Figure 1. Nets reached from selected ports.
Bar = 20 µm.
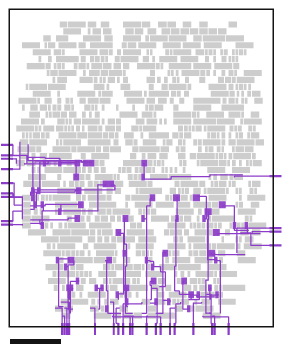
Figure 2. The metal 2 layer.
Cells faint in the background.
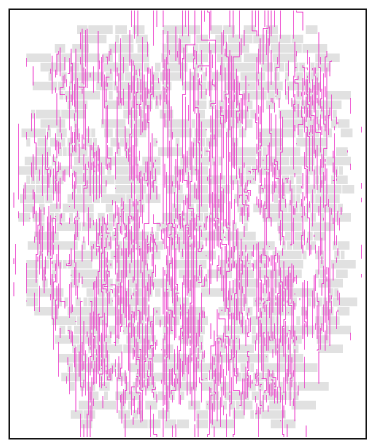
File: config.mk
export PLATFORM = sky130hd
export DESIGN_NAME = sevenseg_scan_ctrl
export DESIGN_NICKNAME = d
export VERILOG_FILES = /design/src/rtl/sevenseg_scan_ctrl.sv
export SDC_FILE = /design/constraint.sdc
export NUM_CORES = 1
export LEC_CHECK = 0
export CORE_AREA = 2 2 101 122
export CTS_CLUSTER_DIAMETER = 120
export DETAILED_ROUTE_END_ITERATION = 7
export DIE_AREA = 0 0 103 124
export MAX_ROUTING_LAYER = met4
export PLACE_DENSITY = 0.74
export SYNTH_ARGS = -nofsm -noshare
export SYNTH_HDL_FRONTEND = slang
export SYNTH_SLANG_ARGS = --single-unit
File: constraint.sdc
create_clock -name clk -period 5.55 [get_ports clk]
set_clock_uncertainty 0.1 [all_clocks]
set_input_delay 0.555 -clock clk [delete_from_list [all_inputs] [get_ports clk]]
set_output_delay 0.555 -clock clk [all_outputs]
set_load 0.01 [all_outputs]
File: src/rtl/sevenseg_scan_ctrl.sv
// ---------------------------------------------------------------------------------------------
// sevenseg_scan_ctrl
//
// Time-multiplexed scan controller for an 8-digit common-anode 7-segment display (Nexys A7).
// A hex value, digit-enable mask and decimal-point mask are captured into pending registers on
// i_load and promoted to the active set only at the frame wrap, so a frame is never torn.
// Each slot is a BLANK gap (all anodes off) followed by a DRIVE dwell on one anode. Disabled
// digits still consume their slot, so the frame period is constant.
//
// Ports:
//   clk           clock
//   rstn          synchronous active-low reset
//   i_value       hex value, nibble k drives digit k (k=0 rightmost)
//   i_digit_en    per-digit enable, 1=lit
//   i_dp          per-digit decimal point, 1=on
//   i_load        one-cycle strobe capturing value/en/dp into the pending registers
//   i_blank       global blank, forces all anodes off (registered, one cycle latency)
//   o_an          anodes, active-low
//   o_seg         segments, active-low, bit6=a .. bit0=g
//   o_dp          decimal point, active-low
//   o_digit_idx   index of the current slot
//   o_frame_done  one-cycle pulse on the first cycle after slot NUM_DIGITS-1 ends
// ---------------------------------------------------------------------------------------------
module sevenseg_scan_ctrl #(
    parameter int unsigned NUM_DIGITS   = 8,
    parameter int unsigned DWELL_CYCLES = 100000,
    parameter int unsigned BLANK_CYCLES = 16
) (
    input  logic                      clk,
    input  logic                      rstn,
    input  logic [4*NUM_DIGITS-1:0]   i_value,
    input  logic [NUM_DIGITS-1:0]     i_digit_en,
    input  logic [NUM_DIGITS-1:0]     i_dp,
    input  logic                      i_load,
    input  logic                      i_blank,
    output logic [NUM_DIGITS-1:0]     o_an,
    output logic [6:0]                o_seg,
    output logic                      o_dp,
    output logic [2:0]                o_digit_idx,
    output logic                      o_frame_done
);

    localparam int unsigned CntMax = (DWELL_CYCLES > BLANK_CYCLES) ? DWELL_CYCLES
                                                                     : BLANK_CYCLES;
    localparam int unsigned CntW   = $clog2(CntMax + 1);

    localparam logic [CntW-1:0] DwellLast = CntW'(DWELL_CYCLES - 1);
    // With no gap the BLANK state is only ever entered out of reset; leave it after one cycle.
    localparam logic [CntW-1:0] BlankLast = (BLANK_CYCLES == 0) ? '0 : CntW'(BLANK_CYCLES - 1);
    localparam logic [2:0]      IdxLast   = 3'(NUM_DIGITS - 1);

    typedef enum logic [0:0] {StBlank, StDrive} state_e;

    // Active-low abcdefg decode of one hex nibble.
    function automatic logic [6:0] decode(input logic [3:0] nib);
        logic [6:0] seg;
        unique case (nib)
            4'h0: seg = 7'b0000001;
            4'h1: seg = 7'b1001111;
            4'h2: seg = 7'b0010010;
            4'h3: seg = 7'b0000110;
            4'h4: seg = 7'b1001100;
            4'h5: seg = 7'b0100100;
            4'h6: seg = 7'b0100000;
            4'h7: seg = 7'b0001111;
            4'h8: seg = 7'b0000000;
            4'h9: seg = 7'b0000100;
            4'hA: seg = 7'b0001000;
            4'hB: seg = 7'b1100000;
            4'hC: seg = 7'b0110001;
            4'hD: seg = 7'b1000010;
            4'hE: seg = 7'b0110000;
            4'hF: seg = 7'b0111000;
        endcase
        return seg;
    endfunction

    // Scan state
    state_e                    st_q, st_d;
    logic [CntW-1:0]           cnt_q, cnt_d;
    logic [2:0]                idx_q, idx_d;
    logic                      wrap;

    // Frame data: active set is displayed, pending set waits for the wrap
    logic [4*NUM_DIGITS-1:0]   act_val_q, act_val_d;
    logic [NUM_DIGITS-1:0]     act_en_q, act_en_d;
    logic [NUM_DIGITS-1:0]     act_dp_q, act_dp_d;
    logic [4*NUM_DIGITS-1:0]   pen_val_q, pen_val_d;
    logic [NUM_DIGITS-1:0]     pen_en_q, pen_en_d;
    logic [NUM_DIGITS-1:0]     pen_dp_q, pen_dp_d;
    logic                      pend_q, pend_d;

    // Output registers
    logic [NUM_DIGITS-1:0]     an_q, an_d;
    logic [6:0]                seg_q, seg_d;
    logic                      dp_q, dp_d;
    logic                      fd_q, fd_d;

    logic [3:0]                sel_nib;
    logic                      sel_dp;

    // Next-state: slot sequencing
    always_comb begin
        st_d  = st_q;
        cnt_d = cnt_q + 1'b1;
        idx_d = idx_q;
        wrap  = 1'b0;
        fd_d  = 1'b0;
        unique case (st_q)
            StBlank: begin
                if (cnt_q == BlankLast) begin
                    st_d  = StDrive;
                    cnt_d = '0;
                end
            end
            StDrive: begin
                if (cnt_q == DwellLast) begin
                    cnt_d = '0;
                    st_d  = (BLANK_CYCLES == 0) ? StDrive : StBlank;
                    if (idx_q == IdxLast) begin
                        idx_d = '0;
                        wrap  = 1'b1;
                        fd_d  = 1'b1;
                    end else begin
                        idx_d = idx_q + 3'd1;
                    end
                end
            end
            default: begin
                st_d  = StBlank;
                cnt_d = '0;
            end
        endcase
    end

    // Next-state: frame-coherent data. A load on the wrap edge bypasses pending entirely.
    always_comb begin
        act_val_d = act_val_q;
        act_en_d  = act_en_q;
        act_dp_d  = act_dp_q;
        pen_val_d = pen_val_q;
        pen_en_d  = pen_en_q;
        pen_dp_d  = pen_dp_q;
        pend_d    = pend_q;
        if (wrap) begin
            if (i_load) begin
                act_val_d = i_value;
                act_en_d  = i_digit_en;
                act_dp_d  = i_dp;
            end else if (pend_q) begin
                act_val_d = pen_val_q;
                act_en_d  = pen_en_q;
                act_dp_d  = pen_dp_q;
            end
            pend_d = 1'b0;
        end else if (i_load) begin
            pen_val_d = i_value;
            pen_en_d  = i_digit_en;
            pen_dp_d  = i_dp;
            pend_d    = 1'b1;
        end
    end

    // Outputs are computed from the state being entered so they change on the same edge.
    always_comb begin
        sel_nib = '0;
        sel_dp  = 1'b0;
        for (int k = 0; k < NUM_DIGITS; k++) begin
            if (idx_d == 3'(k)) begin
                sel_nib = act_val_d[4*k +: 4];
                sel_dp  = act_dp_d[k];
            end
        end
        for (int k = 0; k < NUM_DIGITS; k++) begin
            an_d[k] = !((st_d == StDrive) && (idx_d == 3'(k)) && act_en_d[k] && !i_blank);
        end
        if (st_d == StDrive) begin
            seg_d = decode(sel_nib);
            dp_d  = ~sel_dp;
        end else begin
            seg_d = 7'h7F;
            dp_d  = 1'b1;
        end
    end

    always_ff @(posedge clk) begin
        if (!rstn) begin
            st_q      <= StBlank;
            cnt_q     <= '0;
            idx_q     <= '0;
            act_val_q <= '0;
            act_en_q  <= '0;
            act_dp_q  <= '0;
            pen_val_q <= '0;
            pen_en_q  <= '0;
            pen_dp_q  <= '0;
            pend_q    <= 1'b0;
            an_q      <= '1;
            seg_q     <= 7'h7F;
            dp_q      <= 1'b1;
            fd_q      <= 1'b0;
        end else begin
            st_q      <= st_d;
            cnt_q     <= cnt_d;
            idx_q     <= idx_d;
            act_val_q <= act_val_d;
            act_en_q  <= act_en_d;
            act_dp_q  <= act_dp_d;
            pen_val_q <= pen_val_d;
            pen_en_q  <= pen_en_d;
            pen_dp_q  <= pen_dp_d;
            pend_q    <= pend_d;
            an_q      <= an_d;
            seg_q     <= seg_d;
            dp_q      <= dp_d;
            fd_q      <= fd_d;
        end
    end

    assign o_an         = an_q;
    assign o_seg        = seg_q;
    assign o_dp         = dp_q;
    assign o_digit_idx  = idx_q;
    assign o_frame_done = fd_q;

endmodule

==> impl_metrics.ini <==
; generated from flow reports
[sta]
rsz0062_at_grt = no
period_used_share = 0.824
slew_viol_final = 0
clock.fmax_mhz = 219
setup_violations = 0
finalHoldWorstSlack_ps = 355
finalSetupTns_ps = 0

[global_route]
grt_pass1_wl_um = 27300
grt_pass1_vias = 5633
grt_start_max_net_pins = 49
grt_usage = 0.285

[placement]
placed_cell_area_um2 = 6900

[finish]
layout-drive-gt1-share = 0.0760
top_regs = act_val_q (32), pen_val_q (32), cnt_q (17)
layout_top_cells = 135 x dfxtp_1, 131 x nand2_1, 87 x nor2_1, 73 x a21oi_1, 71 x clkdlybuf4s50_1
lay_top_count = dfxtp_1
area_growth_pct = 21.8
fill_cells = 974
final_area_um2 = 7480
num_antenna_cells = 0

[cts]
h-tree-depth = 4
cts_resized = 0
cts_hold_repair.buffers = 0
cts_tree = done
cts_made_buffers = 17

[synth]
netlist_instances = 754
synth.distinct_cells = 58
netlist_area_um2 = 6150
ys_seq_share = 0.440
yosysWarnings = 0
ys.flop_type = dfxtp_1
top_area_cell = dfxtp_1
synth-edff-count = 0
top_cells_by_area = dfxtp_1 44%, nand2_1 8.0%, a21oi_1 5.9%, o22ai_1 5.7%, nor2_1 5.4%

[detailed_routing]
avgRoutedWirePerCell_um = 17.5
firstDrtPassIters = 4
ant_nets = 0

[setup_path]
cp_max_fo = 31
crit_type = flop to flop
cp-start-kind = flop
rr_worst_depth = 15
rrSetupSlack_ps = 980
worstSetupEndpointType = flop

[pwr]
finalPower_w = 0.00226
ir_drop_v = 0.000175
power.density_nw_per_um2 = 302
leakagePower_nw = 2.76

[flow_run]
warning_count = 31

[floorplanning]
die_h_um = 124
core_um2 = 11500
rows = 43

[worst_hold_path]
hold_end = pen_en_q[3]
hold_start = pen_en_q[3]
holdPathStages = 2

[run_status]
status = finished clean
## Picture notes: Figure 1
purple -> `i_value`  # bits 32, direction input, edge 19 bottom, 9 left, 4 right, end cells 64, buffers 32, wire 1230 µm
IO Port Bufs: 71
Ports: 72

## Picture notes: Figure 2
main direction = vertical
nets with wire on the layer = 729
wire length on this layer = 8380 µm
final WL: 17000 µm
routed vias: 5805

-- synthesized netlist by cell type, types with 11 or more instances --
cell        n
nand2_1   131
and2_1     12
o21ai_0    14
dfxtp_1   135
o32ai_1    15
nand3_1    19
nor3_1     25
o22ai_1    56
clkbuf_1   38
a21oi_1    73
nor2_1     88
inv_1      11
-- per-layer routing --
metal  routed length [µm]  GRT usage  vias to the layer above
li1                     -          -                     2802
met1                 7020      0.342                     2712
met2                 8380      0.452                      242
met3                 1130     0.0561                       49
met4                  510      0.147                        0
met5                    0          -                        -
-- per-stage QoR --
step | std cells | setup WS [ps]
4_1_cts | 973 | 1000
2_1_floorplan | 754 | 1750
5_1_grt | 973 | 607
3_5_place_dp | 941 | 1030
3_3_place_gp | 941 | 1210
6_report | 973 | 977
-- where the power goes --
part / switching [W] / internal, W
Combinational: 0.0000776 / 0.0000607
Sequential: 0.0000163 / 0.000991
Clock: 0.000408 / 0.000705
Total: 0.000502 / 0.00176
-- logic make-up after synthesis --
logic type	Yosys count	synth area share
AND-OR/OR-AND	203	0.209
XOR/XNOR	15	0.0214
adder cells (fa/ha/maj)	9	0.0183
buffers and inverters	62	0.0444
flip-flops	135	0.440
multiplexers	10	0.0248
AND/OR/NAND/NOR	320	0.243
-- cell type report --
class	count	area, µm²	area share
inverter	13	48.8	0.00652
timing repair buffer	79	771	0.103
tap	157	196	0.0262
clock inverter	8	95.1	0.0127
multi-input combinational	557	3180	0.425
sequential	135	2700	0.361
clock buffer	24	492	0.0657
-- worst max-delay path: stages (launching register included) --
cell       delay (ps)
dfxtp_1           330
ha_1              250
nand4_2           200
nor3_1            120
and3_1            210
buf_4             240
nand2_1           410
o22ai_1           180
a21o_1            230
a221o_1           350
nor3_1            630
inv_1             190
ha_1              280
or2_1             260
a2111oi_2         380
a31oi_1            60
Power figures rest on the tool's default switching activity, not on a simulated workload.
